### src/rtl/rgb_yuv_pkg.sv
// rtl/rgb_yuv_pkg.sv - shared types and BT.601 studio-range coefficients for the RGB->YUV encoder
package rgb_yuv_pkg;

    typedef enum logic [2:0] {
        S_IDLE,
        S_MR,
        S_MG,
        S_MB,
        S_OUT
    } rgb_yuv_state_e;

    localparam int PIX_W  = 8;
    localparam int COEF_W = 18;
    localparam int PROD_W = 27;

    // Q16 coefficients; each chroma row sums to zero so grey maps to 128
    localparam logic signed [COEF_W-1:0] C_Y_R =  18'sd16843;
    localparam logic signed [COEF_W-1:0] C_Y_G =  18'sd33030;
    localparam logic signed [COEF_W-1:0] C_Y_B =  18'sd6423;
    localparam logic signed [COEF_W-1:0] C_U_R = -18'sd9699;
    localparam logic signed [COEF_W-1:0] C_U_G = -18'sd19071;
    localparam logic signed [COEF_W-1:0] C_U_B =  18'sd28770;
    localparam logic signed [COEF_W-1:0] C_V_R =  18'sd28770;
    localparam logic signed [COEF_W-1:0] C_V_G = -18'sd24117;
    localparam logic signed [COEF_W-1:0] C_V_B = -18'sd4653;

    localparam int Y_OFS  = 16;
    localparam int UV_OFS = 128;

endpackage

### src/rtl/rgb_to_yuv_converter_if.sv
// rtl/rgb_to_yuv_converter_if.sv - pixel-in / YUV-out handshake bundle for the RGB->YUV encoder
interface rgb_to_yuv_converter_if;

    logic       in_valid;
    logic       in_ready;
    logic [7:0] R_in;
    logic [7:0] G_in;
    logic [7:0] B_in;
    logic       out_valid;
    logic       out_ready;
    logic [7:0] Y_out;
    logic [7:0] U_out;
    logic [7:0] V_out;
    logic       uv_valid;

    // Pixel source and YUV writer side
    modport master (
        output in_valid, R_in, G_in, B_in, out_ready,
        input  in_ready, out_valid, Y_out, U_out, V_out, uv_valid
    );

    // Converter side
    modport slave (
        input  in_valid, R_in, G_in, B_in, out_ready,
        output in_ready, out_valid, Y_out, U_out, V_out, uv_valid
    );

endinterface

### src/rtl/yuv_round_clip.sv
// rtl/yuv_round_clip.sv - round a Q-format accumulator to integer, add channel offset, clip to 0..255
module yuv_round_clip #(
    parameter int ACC_W     = 32,
    parameter int FRAC_BITS = 16,
    parameter int OFFSET    = 16
) (
    input  logic signed [ACC_W-1:0] acc_i,
    output logic        [7:0]       ch_o
);

    localparam logic signed [ACC_W-1:0] RND  = ACC_W'(1 << (FRAC_BITS - 1));
    localparam logic signed [ACC_W-1:0] OFS  = ACC_W'(OFFSET);
    localparam logic signed [ACC_W-1:0] MAXV = ACC_W'(255);

    logic signed [ACC_W-1:0] rounded;
    logic signed [ACC_W-1:0] ch;

    // Round half up, floor-shift, add offset and saturate to an unsigned byte
    always_comb begin
        rounded = (acc_i + RND) >>> FRAC_BITS;
        ch      = rounded + OFS;
        if (ch < 0) begin
            ch_o = 8'd0;
        end else if (ch > MAXV) begin
            ch_o = 8'd255;
        end else begin
            ch_o = ch[7:0];
        end
    end

endmodule

### src/rtl/rgb_to_yuv_converter.sv
// rtl/rgb_to_yuv_converter.sv - RGB888 to BT.601 YUV encoder, three multipliers shared over R/G/B; optional CHROMA_422_EN
module rgb_to_yuv_converter
    import rgb_yuv_pkg::*;
#(
    parameter int FRAC_BITS = 16,
    parameter int ACC_W     = 32
) (
    input  logic                 CLOCK_50_I,
    input  logic                 resetn,
    rgb_to_yuv_converter_if.slave bus
);

    rgb_yuv_state_e state_q, state_d;

    logic [PIX_W-1:0] r_q, r_d;
    logic [PIX_W-1:0] g_q, g_d;
    logic [PIX_W-1:0] b_q, b_d;

    logic signed [ACC_W-1:0] acc_y_q, acc_y_d;
    logic signed [ACC_W-1:0] acc_u_q, acc_u_d;
    logic signed [ACC_W-1:0] acc_v_q, acc_v_d;

    logic       out_valid_q, out_valid_d;
    logic       uv_valid_q,  uv_valid_d;
    logic [7:0] y_out_q, y_out_d;
    logic [7:0] u_out_q, u_out_d;
    logic [7:0] v_out_q, v_out_d;

`ifdef CHROMA_422_EN
    logic       pair_q, pair_d;
    logic [7:0] u_hold_q, u_hold_d;
    logic [7:0] v_hold_q, v_hold_d;
    logic [8:0] u_sum;
    logic [8:0] v_sum;
`endif

    logic [PIX_W-1:0]         pix_sel;
    logic signed [PIX_W:0]    op;
    logic signed [COEF_W-1:0] coef_y, coef_u, coef_v;
    logic signed [PROD_W-1:0] prod_y, prod_u, prod_v;
    logic signed [ACC_W-1:0]  acc_nxt_y, acc_nxt_u, acc_nxt_v;
    logic [7:0]               y_clip, u_clip, v_clip;

    // Pick the colour operand and its three coefficients for the current multiply step
    always_comb begin
        case (state_q)
            S_MG: begin
                pix_sel = g_q;
                coef_y  = C_Y_G;
                coef_u  = C_U_G;
                coef_v  = C_V_G;
            end
            S_MB: begin
                pix_sel = b_q;
                coef_y  = C_Y_B;
                coef_u  = C_U_B;
                coef_v  = C_V_B;
            end
            default: begin
                pix_sel = r_q;
                coef_y  = C_Y_R;
                coef_u  = C_U_R;
                coef_v  = C_V_R;
            end
        endcase
    end

    assign op     = $signed({1'b0, pix_sel});
    assign prod_y = op * coef_y;
    assign prod_u = op * coef_u;
    assign prod_v = op * coef_v;

    // The red step starts a fresh sum; green and blue add onto the running totals
    always_comb begin
        if (state_q == S_MR) begin
            acc_nxt_y = ACC_W'(prod_y);
            acc_nxt_u = ACC_W'(prod_u);
            acc_nxt_v = ACC_W'(prod_v);
        end else begin
            acc_nxt_y = acc_y_q + ACC_W'(prod_y);
            acc_nxt_u = acc_u_q + ACC_W'(prod_u);
            acc_nxt_v = acc_v_q + ACC_W'(prod_v);
        end
    end

    // Rounding sees the completed sum during the blue step so results land on entry to S_OUT
    yuv_round_clip #(.ACC_W(ACC_W), .FRAC_BITS(FRAC_BITS), .OFFSET(Y_OFS)) u_clip_y (
        .acc_i (acc_nxt_y),
        .ch_o  (y_clip)
    );

    yuv_round_clip #(.ACC_W(ACC_W), .FRAC_BITS(FRAC_BITS), .OFFSET(UV_OFS)) u_clip_u (
        .acc_i (acc_nxt_u),
        .ch_o  (u_clip)
    );

    yuv_round_clip #(.ACC_W(ACC_W), .FRAC_BITS(FRAC_BITS), .OFFSET(UV_OFS)) u_clip_v (
        .acc_i (acc_nxt_v),
        .ch_o  (v_clip)
    );

    // Next-state and datapath control for the idle/multiply/output sequence
    always_comb begin
        state_d     = state_q;
        r_d         = r_q;
        g_d         = g_q;
        b_d         = b_q;
        acc_y_d     = acc_y_q;
        acc_u_d     = acc_u_q;
        acc_v_d     = acc_v_q;
        out_valid_d = out_valid_q;
        uv_valid_d  = uv_valid_q;
        y_out_d     = y_out_q;
        u_out_d     = u_out_q;
        v_out_d     = v_out_q;
`ifdef CHROMA_422_EN
        pair_d      = pair_q;
        u_hold_d    = u_hold_q;
        v_hold_d    = v_hold_q;
        u_sum       = {1'b0, u_hold_q} + {1'b0, u_clip} + 9'd1;
        v_sum       = {1'b0, v_hold_q} + {1'b0, v_clip} + 9'd1;
`endif
        case (state_q)
            S_IDLE: begin
                if (bus.in_valid) begin
                    r_d     = bus.R_in;
                    g_d     = bus.G_in;
                    b_d     = bus.B_in;
                    state_d = S_MR;
                end
            end
            S_MR, S_MG: begin
                acc_y_d = acc_nxt_y;
                acc_u_d = acc_nxt_u;
                acc_v_d = acc_nxt_v;
                state_d = (state_q == S_MR) ? S_MG : S_MB;
            end
            S_MB: begin
                acc_y_d     = acc_nxt_y;
                acc_u_d     = acc_nxt_u;
                acc_v_d     = acc_nxt_v;
                y_out_d     = y_clip;
                out_valid_d = 1'b1;
                state_d     = S_OUT;
`ifdef CHROMA_422_EN
                // Even pixel parks its chroma; odd pixel emits the rounded pair average
                if (!pair_q) begin
                    u_hold_d   = u_clip;
                    v_hold_d   = v_clip;
                    uv_valid_d = 1'b0;
                end else begin
                    u_out_d    = u_sum[8:1];
                    v_out_d    = v_sum[8:1];
                    uv_valid_d = 1'b1;
                end
`else
                u_out_d    = u_clip;
                v_out_d    = v_clip;
                uv_valid_d = 1'b1;
`endif
            end
            S_OUT: begin
                if (bus.out_ready) begin
                    out_valid_d = 1'b0;
                    state_d     = S_IDLE;
`ifdef CHROMA_422_EN
                    pair_d      = ~pair_q;
`endif
                end
            end
            default: begin
                state_d = S_IDLE;
            end
        endcase
    end

    // State and datapath registers; reset abandons any pixel in flight
    always_ff @(posedge CLOCK_50_I) begin
        if (!resetn) begin
            state_q     <= S_IDLE;
            r_q         <= '0;
            g_q         <= '0;
            b_q         <= '0;
            acc_y_q     <= '0;
            acc_u_q     <= '0;
            acc_v_q     <= '0;
            out_valid_q <= 1'b0;
            uv_valid_q  <= 1'b0;
            y_out_q     <= '0;
            u_out_q     <= '0;
            v_out_q     <= '0;
`ifdef CHROMA_422_EN
            pair_q      <= 1'b0;
            u_hold_q    <= '0;
            v_hold_q    <= '0;
`endif
        end else begin
            state_q     <= state_d;
            r_q         <= r_d;
            g_q         <= g_d;
            b_q         <= b_d;
            acc_y_q     <= acc_y_d;
            acc_u_q     <= acc_u_d;
            acc_v_q     <= acc_v_d;
            out_valid_q <= out_valid_d;
            uv_valid_q  <= uv_valid_d;
            y_out_q     <= y_out_d;
            u_out_q     <= u_out_d;
            v_out_q     <= v_out_d;
`ifdef CHROMA_422_EN
            pair_q      <= pair_d;
            u_hold_q    <= u_hold_d;
            v_hold_q    <= v_hold_d;
`endif
        end
    end

    assign bus.in_ready  = (state_q == S_IDLE);
    assign bus.out_valid = out_valid_q;
    assign bus.uv_valid  = uv_valid_q;
    assign bus.Y_out     = y_out_q;
    assign bus.U_out     = u_out_q;
    assign bus.V_out     = v_out_q;

endmodule

### src/flat_wrapper.sv
// flat-port wrapper written by rule: the top's interface ports become plain ports
module rgb_to_yuv_converter_flat import rgb_yuv_pkg::*;
#(
    parameter int FRAC_BITS = 16,
    parameter int ACC_W     = 32
)
  (CLOCK_50_I, resetn, bus_in_valid, bus_R_in, bus_G_in, bus_B_in, bus_out_ready, bus_in_ready, bus_out_valid, bus_Y_out, bus_U_out, bus_V_out, bus_uv_valid);
  rgb_to_yuv_converter_if bus_i ();
  input  logic CLOCK_50_I;
  input  logic resetn;
  input wire logic [$bits(bus_i.in_valid)-1:0] bus_in_valid;
  input wire logic [$bits(bus_i.R_in)-1:0] bus_R_in;
  input wire logic [$bits(bus_i.G_in)-1:0] bus_G_in;
  input wire logic [$bits(bus_i.B_in)-1:0] bus_B_in;
  input wire logic [$bits(bus_i.out_ready)-1:0] bus_out_ready;
  output wire logic [$bits(bus_i.in_ready)-1:0] bus_in_ready;
  output wire logic [$bits(bus_i.out_valid)-1:0] bus_out_valid;
  output wire logic [$bits(bus_i.Y_out)-1:0] bus_Y_out;
  output wire logic [$bits(bus_i.U_out)-1:0] bus_U_out;
  output wire logic [$bits(bus_i.V_out)-1:0] bus_V_out;
  output wire logic [$bits(bus_i.uv_valid)-1:0] bus_uv_valid;
  assign bus_i.in_valid = bus_in_valid;
  assign bus_i.R_in = bus_R_in;
  assign bus_i.G_in = bus_G_in;
  assign bus_i.B_in = bus_B_in;
  assign bus_i.out_ready = bus_out_ready;
  assign bus_in_ready = bus_i.in_ready;
  assign bus_out_valid = bus_i.out_valid;
  assign bus_Y_out = bus_i.Y_out;
  assign bus_U_out = bus_i.U_out;
  assign bus_V_out = bus_i.V_out;
  assign bus_uv_valid = bus_i.uv_valid;
  rgb_to_yuv_converter #(.FRAC_BITS(FRAC_BITS), .ACC_W(ACC_W)) u_core (.CLOCK_50_I(CLOCK_50_I), .resetn(resetn), .bus(bus_i));
endmodule
### config.mk
export PLATFORM = sky130hd
export DESIGN_NAME = rgb_to_yuv_converter_flat
export DESIGN_NICKNAME = d
export VERILOG_FILES = /design/src/rtl/rgb_yuv_pkg.sv /design/src/rtl/rgb_to_yuv_converter_if.sv /design/src/rtl/yuv_round_clip.sv /design/src/rtl/rgb_to_yuv_converter.sv /design/src/flat_wrapper.sv
export SDC_FILE = /design/constraint.sdc
export NUM_CORES = 1
export LEC_CHECK = 0
export ABC_AREA = 1
export CAP_MARGIN = 10
export CORE_ASPECT_RATIO = 0.75
export CORE_MARGIN = 1
export CORE_UTILIZATION = 40
export CTS_BUF_LIST = sky130_fd_sc_hd__clkbuf_8
export CTS_CLUSTER_SIZE = 16
export DETAILED_ROUTE_END_ITERATION = 16
export PLACE_DENSITY = 0.54
export SLEW_MARGIN = 20
export SYNTH_ARGS = -nofsm -noshare
export SYNTH_HDL_FRONTEND = slang
export SYNTH_SLANG_ARGS = --single-unit
### constraint.sdc
create_clock -name CLOCK_50_I -period 19.2 [get_ports CLOCK_50_I]
set_clock_uncertainty 0.1 [all_clocks]
set_input_delay 1.92 -clock CLOCK_50_I [delete_from_list [all_inputs] [get_ports CLOCK_50_I]]
set_output_delay 1.92 -clock CLOCK_50_I [all_outputs]
set_load 0.01 [all_outputs]
Figure 1. Sizing map.
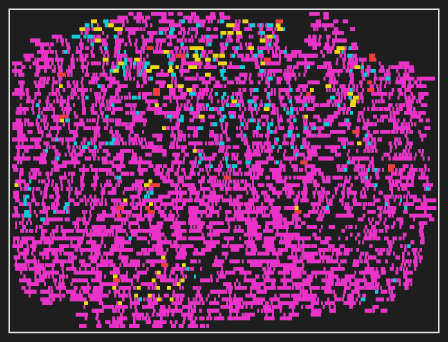
yellow -> _3 and _4 cells  # cells 81, share 1.9%, most used nor2_4
red -> _6 and larger  # cells 26, share 0.60%, most used clkbuf_8
cyan -> _2 cells  # cells 207, share 4.8%, most used nand2_2
magenta -> _0 and _1 cells  # cells 4000, share 93%, most used nand2_1

Figure 2. Cell area per tile.
The die is cut into 31 by 23 equal tiles; black is low, pale yellow is high, 0 to 100% covered.
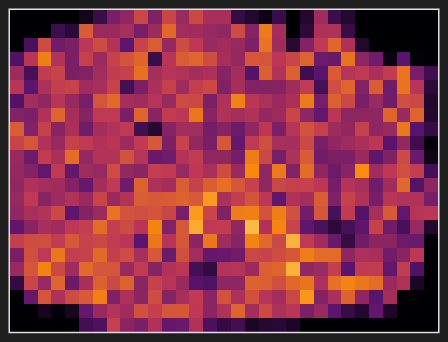
nearly empty tiles = 8.3%
tiles over 75% full = 1.1%
fullest tile = 85%
mean over tiles = 41%

==> impl_metrics.json <==
{
  "num_vias": 26100,
  "rows": 83,
  "io_buffers": 54,
  "synthesis.area_mm2": 0.0277,
  "simple_gate_share": 0.329,
  "status": "completed",
  "die_area_mm2": 0.0703,
  "cts.clk_slew.worst_paths_ns": 0.10,
  "fin_crit_sh": 0.632,
  "yosysWarnings": 0,
  "rrSetupSlack_ns": 7.06,
  "place_ws_ns": 7.25,
  "tightest_slew_ns": 1.05,
  "compound_area_frac": 0.103,
  "mostFrequentLayoutCell": "nand2_1",
  "slowest_delay_ns": 0.72,
  "ant_nets": 0,
  "num-fill-cells": 7376
}
Figure 3. Cells colored by class.
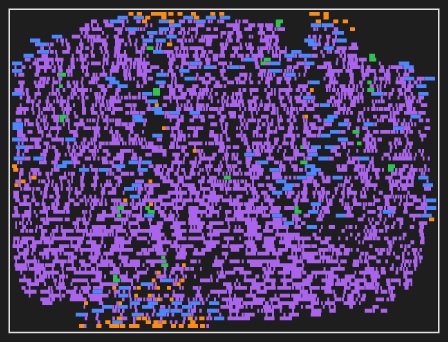
orange -> remaining buffers and delay cells  # cells 77
blue -> sequential cells  # cells 149
green -> clock drivers and dummy loads  # cells 32
purple -> combinational and other logic  # cells 4056
Finished Cell Area: 0.0296 mm2
Core ar.: 0.0684 mm2

cells by family after synthesis:
| logic type | count (synthesis) |
|---|---|
| AND/OR/NAND/NOR | 2013 |
| buffers and inverters | 1016 |
| adder cells (fa/ha/maj) | 514 |
| AND-OR/OR-AND | 513 |
| flip-flops | 149 |
| XOR/XNOR | 67 |
| other | 1 |
registers in the layout (all words and copies together) (netlist names):
register / cells
u_core.acc_u_q: 32
u_core.acc_v_q: 32
u_core.acc_y_q: 32
u_core.b_q: 8
u_core.bus.U_out: 8
u_core.bus.V_out: 8
u_core.bus.Y_out: 8
u_core.g_q: 8
u_core.r_q: 8
u_core.state_q: 3
u_core.bus.out_valid: 1
u_core.bus.uv_valid: 1
